File: src/rtl/pwm_ramp_sequencer_pkg.sv
// Shared definitions for the PWM ramp sequencer: state encodings and defaults.
package pwm_ramp_sequencer_pkg;

  // Default clk cycles per duty step: 50 ms at 100 MHz. Must be at least 2.
  localparam int unsigned STEP_DIV_DEF = 5_000_000;
  localparam int unsigned DUTY_W_DEF   = 4;
  localparam int unsigned FREQ_W_DEF   = 3;

  typedef enum logic [2:0] {
    TRACK   = 3'd0,
    RAMP    = 3'd1,
    RAMP_DN = 3'd2,
    SWITCH  = 3'd3,
    SETTLE  = 3'd4
  } state_t;

endpackage

File: src/rtl/pwm_step_tick.sv
// Step tick generator: counts 0..STEP_DIV-1 while running and pulses tick_o
// on the cycle the count wraps. A clear restarts the count from 0, so the
// first tick after a clear arrives STEP_DIV cycles later.
module pwm_step_tick
  import pwm_ramp_sequencer_pkg::*;
#(
  parameter int unsigned STEP_DIV = STEP_DIV_DEF
) (
  input  logic clk_i,
  input  logic reset,
  input  logic clr_i,
  input  logic run_i,
  output logic tick_o
);

  localparam int unsigned CW = $clog2(STEP_DIV);
  localparam logic [CW-1:0] LAST = CW'(STEP_DIV - 1);

  logic [CW-1:0] cnt;

  // Free-running step counter, held at 0 when idle or cleared.
  always_ff @(posedge clk_i or negedge reset) begin
    if (!reset) begin
      cnt <= '0;
    end else if (clr_i || !run_i) begin
      cnt <= '0;
    end else if (cnt == LAST) begin
      cnt <= '0;
    end else begin
      cnt <= cnt + CW'(1);
    end
  end

  assign tick_o = run_i && (cnt == LAST);

endmodule

File: src/rtl/pwm_ramp_sequencer.sv
// PWM ramp sequencer: soft-starts the applied duty one LSB per step tick and
// sequences frequency changes as ramp-down, switch, settle, ramp-up so the
// motor never sees an abrupt duty or frequency jump.
//
// state   | meaning
// --------+-----------------------------------------------------------
// TRACK   | duty_o matches target, frequency stable, idle
// RAMP    | stepping duty_o toward the live effective target
// RAMP_DN | stepping duty_o to 0 ahead of a frequency change
// SWITCH  | single cycle: load pending frequency, pulse freq_upd_o
// SETTLE  | duty held at 0 for one step period after the switch
module pwm_ramp_sequencer
  import pwm_ramp_sequencer_pkg::*;
#(
  parameter int unsigned STEP_DIV = STEP_DIV_DEF,
  parameter int unsigned DUTY_W   = DUTY_W_DEF,
  parameter int unsigned FREQ_W   = FREQ_W_DEF
) (
  input  logic              clk_i,
  input  logic              reset,
  input  logic              en_i,
  input  logic [DUTY_W-1:0] tgt_duty_i,
  input  logic [FREQ_W-1:0] tgt_freq_i,
  output logic [DUTY_W-1:0] duty_o,
  output logic [FREQ_W-1:0] freq_o,
  output logic              freq_upd_o,
  output logic              busy_o
);

  state_t            state, state_nxt;
  logic [DUTY_W-1:0] duty_nxt;
  logic [FREQ_W-1:0] freq_nxt;
  logic [FREQ_W-1:0] pend_freq, pend_nxt;
  logic              upd_nxt;
  logic [DUTY_W-1:0] eff_tgt;
  logic              tick;
  logic              run;
  logic              clr;

  assign eff_tgt = en_i ? tgt_duty_i : '0;
  assign run     = (state == RAMP) || (state == RAMP_DN) || (state == SETTLE);
  // Restart the step period on every state change.
  assign clr     = (state_nxt != state);
  assign busy_o  = (state != TRACK);

  pwm_step_tick #(
    .STEP_DIV(STEP_DIV)
  ) u_step_tick (
    .clk_i (clk_i),
    .reset (reset),
    .clr_i (clr),
    .run_i (run),
    .tick_o(tick)
  );

  // State register.
  always_ff @(posedge clk_i or negedge reset) begin
    if (!reset) begin
      state <= TRACK;
    end else begin
      state <= state_nxt;
    end
  end

  // Next-state and datapath update decisions.
  always_comb begin
    state_nxt = state;
    duty_nxt  = duty_o;
    freq_nxt  = freq_o;
    pend_nxt  = pend_freq;
    upd_nxt   = 1'b0;
    case (state)
      TRACK: begin
        if (tgt_freq_i != freq_o) begin
          pend_nxt  = tgt_freq_i;
          state_nxt = RAMP_DN;
        end else if (eff_tgt != duty_o) begin
          state_nxt = RAMP;
        end
      end
      RAMP: begin
        if (tgt_freq_i != freq_o) begin
          pend_nxt  = tgt_freq_i;
          state_nxt = RAMP_DN;
        end else if (eff_tgt == duty_o) begin
          state_nxt = TRACK;
        end else if (tick) begin
          // Target is sampled live; +/-1 steps can never overshoot or wrap.
          duty_nxt = (eff_tgt > duty_o) ? duty_o + DUTY_W'(1) : duty_o - DUTY_W'(1);
        end
      end
      RAMP_DN: begin
        // Latest frequency request wins; only one switch per sequence.
        pend_nxt = tgt_freq_i;
        if (duty_o == '0) begin
          state_nxt = SWITCH;
        end else if (tick) begin
          duty_nxt = duty_o - DUTY_W'(1);
        end
      end
      SWITCH: begin
        freq_nxt  = pend_freq;
        upd_nxt   = 1'b1;
        state_nxt = SETTLE;
      end
      SETTLE: begin
        duty_nxt = '0;
        if (tgt_freq_i != freq_o) begin
          // Duty is already 0, so go straight back to switching.
          pend_nxt  = tgt_freq_i;
          state_nxt = SWITCH;
        end else if (tick) begin
          state_nxt = (eff_tgt == '0) ? TRACK : RAMP;
        end
      end
      default: begin
        state_nxt = TRACK;
      end
    endcase
  end

  // Applied duty, frequency, pending request and update pulse registers.
  always_ff @(posedge clk_i or negedge reset) begin
    if (!reset) begin
      duty_o     <= '0;
      freq_o     <= '0;
      pend_freq  <= '0;
      freq_upd_o <= 1'b0;
    end else begin
      duty_o     <= duty_nxt;
      freq_o     <= freq_nxt;
      pend_freq  <= pend_nxt;
      freq_upd_o <= upd_nxt;
    end
  end

endmodule

File: config.mk
export PLATFORM = sky130hd
export DESIGN_NAME = pwm_ramp_sequencer
export DESIGN_NICKNAME = d
export VERILOG_FILES = /design/src/rtl/pwm_ramp_sequencer_pkg.sv /design/src/rtl/pwm_step_tick.sv /design/src/rtl/pwm_ramp_sequencer.sv
export SDC_FILE = /design/constraint.sdc
export NUM_CORES = 1
export LEC_CHECK = 0
export ABC_AREA = 1
export CAP_MARGIN = 10
export CELL_PAD_IN_SITES_DETAIL_PLACEMENT = 1
export CELL_PAD_IN_SITES_GLOBAL_PLACEMENT = 1
export CORE_MARGIN = 8
export CORE_UTILIZATION = 48
export CTS_BUF_LIST = sky130_fd_sc_hd__clkbuf_8
export CTS_CLUSTER_SIZE = 8
export DETAILED_ROUTE_END_ITERATION = 10
export GPL_TIMING_DRIVEN = 0
export HOLD_SLACK_MARGIN = 0.02
export PLACE_DENSITY_LB_ADDON = 0.1
export RECOVER_POWER = 25
export SLEW_MARGIN = 0
export SYNTH_ARGS = -nofsm -noshare
export SYNTH_HDL_FRONTEND = slang
export SYNTH_HIERARCHICAL = 1
export SYNTH_SLANG_ARGS = --single-unit
File: constraint.sdc
create_clock -name clk_i -period 4 [get_ports clk_i]
set_clock_uncertainty 0.1 [all_clocks]
set_input_delay 0.4 -clock clk_i [delete_from_list [all_inputs] [get_ports clk_i]]
set_output_delay 0.4 -clock clk_i [all_outputs]
set_load 0.005 [all_outputs]
run_1/power_grid.png
The bar under the picture is 20 um long. Pins as bars on the die edge. Tap cells in gray.
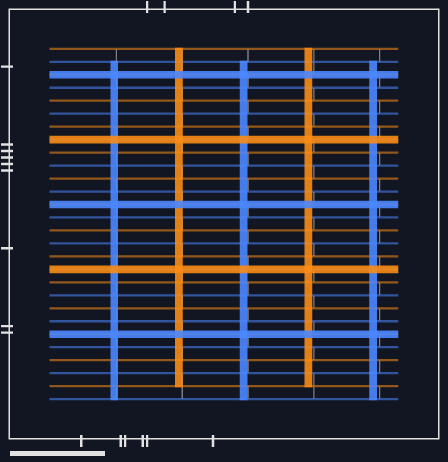
legend:
  blue:
    net: VSS
  orange:
    net: VDD
signal pins: 19
met4 straps: 5
met1 rails: 28
core area: 5370 sq um
height of the die: 89.7 um
worst ir drop on vdd: 0.317 mV
width of the die: 89.7 um

run_1/placement_by_type.png
The bar under the picture is 20 um long.
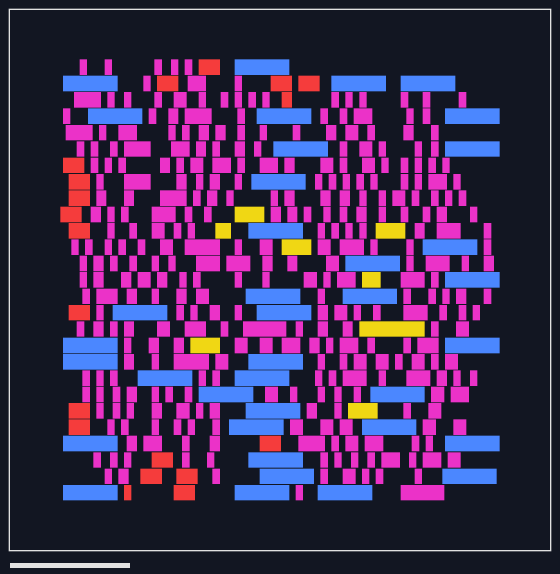
legend:
  red:
    class: other buffers and delay cells
    cells: 19
    share_of_their_area: 6.2%
  yellow:
    class: clock drivers and dummy loads
    cells: 8
    share_of_their_area: 4.0%
  blue:
    class: flops
    cells: 37
    share_of_their_area: 32%
  magenta:
    class: combinational and other logic
    cells: 329
    share_of_their_area: 58%
placement row count: 27
total non-filler cell area in the finished layout: 2990 sq um

run_1/clk_routes.png
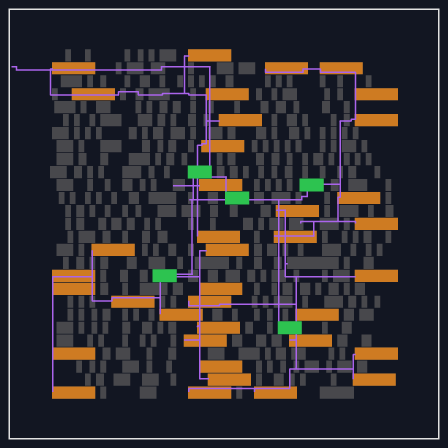
legend:
  orange:
    item: flip-flops
    count: 37
  green:
    item: clock drivers
    count: 5
  purple:
    item: clock wires
    length: 562 um
flops lie: all over the die
portion of total power attributed to the clock network: 19.2%
clock network power: 0.000336 W
clock insertion delay at the later pin of the skew report: 300 ps

==> metrics.yaml, run 1 <==
status: "complete, but fails checks"
violations: "capacitance limit, slew limit"
lay_top_count: "sky130_fd_sc_hd__nand2_1"
post_synth_xor_area_fraction_pct: 4.36
required_ps: 4110
drt_first_pass_iters: 4
tightest_slew_ps: 2050
ys.flops: 37
fa_ha_area_share_pct: 3.36
drc: 0
pre_cts_ws_ps: 927
grt_pass1_vias: 2596
clock.fmax_mhz: 355
syn_area_sq_um: 2610
critPathKind: "reg -> reg"
total_switching_power_w: 0.000797
post_cts_resize_count: 0
comb_power_share_pct: 51.3
hold_path_class: "reg -> reg"
grt_max_degree: 38
crit-reg2reg-capture: "u_step_tick/cnt[7]"
synth.yosys.chip_area_sq_um: 2610
synth.cellmix.compoundShare_pct: 4.94
tool_warnings: 27
hp-start: "pend_freq[0]"
muxShareOfSynthArea_pct: 0
synth_cells: 367
finalSetupViolations: 0
post_cts_buffers: 0
io_buffer_count: 18
power_switching_share_pct: 45.5
critPathLaunch: "u_step_tick/cnt[0]"
ys_cells: 367
slowest_delay_ps: 450
critPathArrivalTime_ps: 2930
synth-simple-area-share_pct: 43.7
placedInstanceArea_sq_um: 2880
n_antenna_cell: 0
drv_cap: 1
crit_path_max_fanout: 9
seq_power_w: 0.000517
clock_tree_from_tritoncts: "yes"
yosys-dominant-comb-family: "simple AND/OR/NAND/NOR gates"
fin_tns_setup_ps: 0
final.period_utilization_pct: 70.5
slew_violations: 38
run 1: kinds of logic (layout without fill, tap and decap cells):
group                      count (synthesis)  after routing
xor gates and xnor gates                  13             13
adders and majority gates                  7              7
and+or+nand+nor                          232            232
buffers and inverters                     56             82
DFF                                       37             37
AOI/OAI and AO/OA                         22             22
run 1: area by class of cell:
cell class	count	area [sq um]
fillers	722	2380
multi-input cells	274	1470
flip-flops and latches	37	926
inverters	55	209
repair buffers	18	174
well taps	72	90.1
clock buffers	5	68.8
clock inverters	3	46.3
plain buffers	1	5.00
run 1: per-layer routing:
metal	vias to the layer above	track usage (%)	part of all wire [%]
met2	40	32.1	52
met5	-	0	0
li1	1193	-	-
met1	1164	19.2	43
met4	0	6.49	2.4
met3	15	3.74	2.5
run 1: cell usage after synthesis:
master / instances / area share, %
sky130_fd_sc_hd__nand2_1: 101 / 15
sky130_fd_sc_hd__inv_1: 48 / 6.9
sky130_fd_sc_hd__nor2_1: 47 / 6.8
sky130_fd_sc_hd__dfrtp_1: 37 / 35
sky130_fd_sc_hd__nand3_1: 29 / 5.6
sky130_fd_sc_hd__nor2_2: 15 / 3.6
sky130_fd_sc_hd__nand2_2: 11 / 2.6
sky130_fd_sc_hd__o21ai_0: 11 / 2.1
sky130_fd_sc_hd__xor2_1: 10 / 3.4
sky130_fd_sc_hd__nand4_1: 9 / 2.2
sky130_fd_sc_hd__a21oi_1: 8 / 1.5
sky130_fd_sc_hd__ha_1: 7 / 3.4
sky130_fd_sc_hd__nor2_4: 7 / 3.0
sky130_fd_sc_hd__inv_2: 6 / 0.86
sky130_fd_sc_hd__nand2_4: 3 / 1.3
sky130_fd_sc_hd__nand3_2: 3 / 1.2
sky130_fd_sc_hd__nor3_1: 3 / 0.58
sky130_fd_sc_hd__xnor2_1: 3 / 1.0
sky130_fd_sc_hd__a2bb2oi_1: 1 / 0.34
sky130_fd_sc_hd__clkbuf_2: 1 / 0.19
sky130_fd_sc_hd__inv_4: 1 / 0.24
sky130_fd_sc_hd__nand2_8: 1 / 0.77
sky130_fd_sc_hd__nor2_8: 1 / 0.77
sky130_fd_sc_hd__nor3_4: 1 / 0.62
sky130_fd_sc_hd__o21ai_2: 1 / 0.34
sky130_fd_sc_hd__o21ai_4: 1 / 0.62
sky130_fd_sc_hd__or2_1: 1 / 0.24
run 1: critical path, delay by kind of cell (launching register included):
family | cells | cell delay, ps
adders and majority gates | 1 | 220
DFF | 1 | 450
and+or+nand+nor | 12 | 1670
buffers and inverters | 2 | 300
run 1: through the flow:
stage	hold WS [ps]	utilization [%]
floorplan	4.41	-
global placement	371	53.6
detailed placement	384	53.5
CTS	137	55.7
global route	432	55.6
finish	402	55.6
run 1: sequential cells by signal, summed over array words and instances (netlist names):
register,cells
pend_freq,3
freq_upd_o,1
u_step_tick/cnt,23
duty_o,4
state,3
freq_o,3
run 1: worst min-delay path by stage:
stage                              end  cells after the start
final                     pend_freq[0]                      2
after global routing      pend_freq[1]                      2
after CTS                    freq_o[1]                      1
after detailed placement     freq_o[0]                      2
after global placement    pend_freq[0]                      2
after floorplan              duty_o[0]                      0
==> run 2: changes to the inputs <==
--- a/config.mk
+++ b/config.mk
@@ -10,7 +10,7 @@
 export CELL_PAD_IN_SITES_DETAIL_PLACEMENT = 1
 export CELL_PAD_IN_SITES_GLOBAL_PLACEMENT = 1
 export CORE_MARGIN = 8
-export CORE_UTILIZATION = 48
+export CORE_UTILIZATION = 44
 export CTS_BUF_LIST = sky130_fd_sc_hd__clkbuf_8
 export CTS_CLUSTER_SIZE = 8
 export DETAILED_ROUTE_END_ITERATION = 10
==> constraint.sdc (replaced) <==
create_clock -name clk_i -period 2.9 [get_ports clk_i]
set_clock_uncertainty 0.1 [all_clocks]
set_input_delay 0.29 -clock clk_i [delete_from_list [all_inputs] [get_ports clk_i]]
set_output_delay 0.29 -clock clk_i [all_outputs]
set_load 0.005 [all_outputs]
run_2/placement_by_type.png
The bar under the picture is 20 um long.
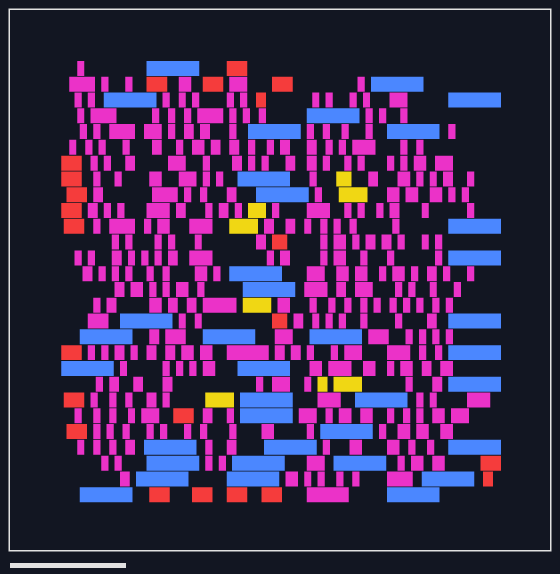
legend:
  red:
    class: other buffers and delay cells
    cells: 22
    share_of_their_area: 7.1%
  yellow:
    class: clock drivers and dummy loads
    cells: 8
    share_of_their_area: 3.1%
  magenta:
    class: combinational and other logic
    cells: 329
    share_of_their_area: 58%
  blue:
    class: flops
    cells: 37
    share_of_their_area: 32%
total non-filler cell area in the finished layout: 2990 sq um
final core area utilization: 51.3%
placement row count: 28

run_2/placement.png
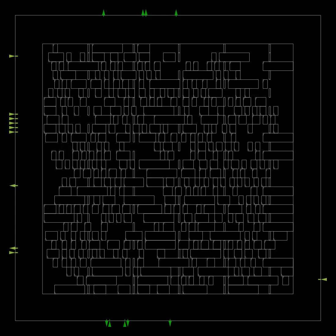
flop share of the area: 31.0%
Cell Count, Final, Fillers Out: 471

==> metrics.yaml, run 2 <==
clock.fmax_mhz: 372  # was 355 MHz
required_ps: 3030  # was 4110 ps
syn_area_sq_um: 2610  # unchanged
drtAntennaViolNets: 0  # unchanged
synthArstFlopShare_pct: 100  # unchanged
drc: 0  # unchanged
synth.yosys.chip_area_sq_um: 2610  # unchanged
end_point_of_the_worst_hold_path: "freq_o[2]"  # was pend_freq[0]
critPathKind: "reg -> reg"  # unchanged
worst_ir_drop_on_vdd_mv: 0.399  # was 0.317 mV
lay_top_count: "sky130_fd_sc_hd__nand2_1"  # unchanged
clock_power_share_pct: 16.1  # was 19.2%
yosys.area.top_type: "sky130_fd_sc_hd__dfrtp_1"  # unchanged
hold_path_class: "reg -> reg"  # unchanged
final.period_utilization_pct: 92.6  # was 70.5%
grt_max_degree: 38  # unchanged
total_switching_power_w: 0.00109  # was 0.000797 W
largest_register_ffs: 23  # unchanged
drv_cap: 0  # was 1
hp-start: "pend_freq[2]"  # was pend_freq[0]
route.detailed.wl_per_inst_um: 14.2  # was 14.5 um
clock_tree_from_tritoncts: "yes"  # unchanged
worstReg2RegStart: "u_step_tick/cnt[0]"  # unchanged
wire_length_of_the_first_global_routing_pass_um: 12000  # was 11800 um
io_buffer_count: 18  # unchanged
layout_top_cells_excl_fill_tap: "sky130_fd_sc_hd__nand2_1 (101), sky130_fd_sc_hd__inv_1 (48), sky130_fd_sc_hd__nor2_1 (46)"  # was sky130_fd_sc_hd__nand2_1 (101), sky130_fd_sc_hd__inv_1 (48), sky130_fd_sc_hd__nor2_1 (47)
fin_worst_hold_slack_ps: 401  # was 402 ps
power_switching_share_pct: 46.6  # was 45.5%
crit_path_max_fanout: 9  # unchanged
synth.area.top_cells: "sky130_fd_sc_hd__dfrtp_1 (35%), sky130_fd_sc_hd__nand2_1 (15%), sky130_fd_sc_hd__inv_1 (6.9%)"  # unchanged
status: "finished, final reports clean"  # was complete, but fails checks
die_y_um: 93.0  # was 89.7 um
tightest_slew_ps: 936  # was 2050 ps
drt_first_pass_iters: 4  # unchanged
post-synth-top-count-cell: "sky130_fd_sc_hd__nand2_1"  # unchanged
tool_warnings: 27  # unchanged
timing.slew.headroom_pct: 37.6  # was -36.6%
ys.flops: 37  # unchanged
grt_antenna_before_repair: 0  # unchanged
comb_power_share_pct: 53.5  # was 51.3%
crit-reg2reg-capture: "u_step_tick/cnt[14]"  # was u_step_tick/cnt[7]
whs_path_depth: 2  # unchanged
n_antenna_cell: 0  # unchanged
design.final.nets: 412  # was 409
power-per-cell-area_nw_per_um2: 787  # was 586 nW/um^2
grt_pass1_vias: 2652  # was 2596
synth-edff-count: 0  # unchanged
netlist_top_cells_count: "sky130_fd_sc_hd__nand2_1 (101), sky130_fd_sc_hd__inv_1 (48), sky130_fd_sc_hd__nor2_1 (47), sky130_fd_sc_hd__dfrtp_1 (37), sky130_fd_sc_hd__nand3_1 (29)"  # unchanged
pre_cts_ws_ps: -68.2  # was 927 ps
yosysWarningCount: 6  # unchanged
fp.dieW_um: 93.0  # was 89.7 um
placedInstanceArea_sq_um: 2880  # about the same
synthDominantCellAreaShare_pct: 35.5  # unchanged
synth.avg_cell_area_sq_um: 7.11  # unchanged
floorplan.io_pins: 19  # unchanged
critPathArrivalTime_ps: 2810  # was 2930 ps
ys_cells: 367  # unchanged
top_regs: "u_step_tick/cnt x23, duty_o x4"  # unchanged
avgViaCountPerCell: 5.11  # was 5.19
fp.coreArea_sq_um: 5820  # was 5370 sq um
p_leak_nw: 1.41  # was 1.40 nW
insertion_delay_ps: 300  # about the same
finalSetupViolations: 0  # unchanged
ys.flop_type: "sky130_fd_sc_hd__dfrtp_1"  # unchanged
slew_violations: 0  # was 38
synth_cells: 367  # unchanged
crit_path_end_kind: "flip-flop"  # unchanged
max_flop_register: "u_step_tick/cnt"  # unchanged
-- run 2: kinds of logic after synthesis --
family / after synthesis / synth area share, %
AND/OR/NAND/NOR: 232 / 43.7
buffers and inverters: 56 / 8.20
flip-flops: 37 / 35.5
AND-OR/OR-AND: 22 / 4.94
XOR/XNOR: 13 / 4.36
adder cells (fa/ha/maj): 7 / 3.36
-- run 2: power by group through the flow --
| stage | clock (W) | sequential (W) | combinational (W) |
|---|---|---|---|
| after CTS | 0.000395 | 0.000715 | 0.00125 |
| after detailed placement | 0 | 0.000723 | 0.00125 |
| after global placement | 0 | 0.000717 | 0.00121 |
| after floorplan | 0 | 0.000705 | 0.000881 |
| after global routing | 0.000415 | 0.000725 | 0.00143 |
| final | 0.000379 | 0.000713 | 0.00126 |
-- run 2: critical path, stage by stage (launching register included) --
cell	delay, ps
sky130_fd_sc_hd__dfrtp_1	470
sky130_fd_sc_hd__ha_1	230
sky130_fd_sc_hd__nand2_2	110
sky130_fd_sc_hd__nor2_8	150
sky130_fd_sc_hd__nand2_2	110
sky130_fd_sc_hd__inv_1	110
sky130_fd_sc_hd__nand4_1	150
sky130_fd_sc_hd__nor2_2	210
sky130_fd_sc_hd__nand2_1	80
sky130_fd_sc_hd__nand3_1	60
sky130_fd_sc_hd__nand2_1	90
sky130_fd_sc_hd__nand4_1	90
sky130_fd_sc_hd__nand2_1	90
sky130_fd_sc_hd__nor2_4	190
sky130_fd_sc_hd__buf_4	180
sky130_fd_sc_hd__nand2_8	90
sky130_fd_sc_hd__nor2_2	110
-- run 2: final cells by class --
cell class	instances	area, sq um
Fill cell	801	2830
Multi-Input combinational cell	274	1460
Sequential cell	37	926
Inverter	55	209
Timing Repair Buffer	21	200
Tap cell	75	93.8
Clock buffer	5	68.8
Clock inverter	3	21.3
Buffer	1	5.00
-- run 2: what timing repair did --
action	in CTS	in global routing
hold buffers	1	0
setup endpoints to repair	1	7
pin swaps	0	1
cloned	0	0
gates resized	1	0
buffers inserted	0	2
hold endpoints to repair	7	0
-- run 2: metal layers --
metal  track usage (%)  part of all wire [%]  wire, um
met1              18.1                    43      2860
met2              32.4                    54      3610
met3              3.45                   2.0       137
met4              5.77                   1.4        93
met5                 0                     0         0
-- run 2: through the flow --
stage	setup TNS, ps	cells
2_1_floorplan	0	367
3_3_place_gp	-19.0	460
3_5_place_dp	-68.2	460
4_1_cts	0	469
5_1_grt	0	471
6_report	0	471
-- run 2: worst max path at each step --
stage / slack (ps) / start / endpoint / cells after the start
floorplan: 600 / u_step_tick/cnt[0] / u_step_tick/cnt[7] / 16
global placement: -20 / en_i / u_step_tick/cnt[7] / 16
detailed placement: -70 / en_i / u_step_tick/cnt[7] / 16
CTS: 70 / u_step_tick/cnt[0] / u_step_tick/cnt[7] / 15
global route: 8 / u_step_tick/cnt[0] / u_step_tick/cnt[14] / 17
finish: 210 / u_step_tick/cnt[0] / u_step_tick/cnt[14] / 16
Power is estimated from default activity; no workload was simulated.
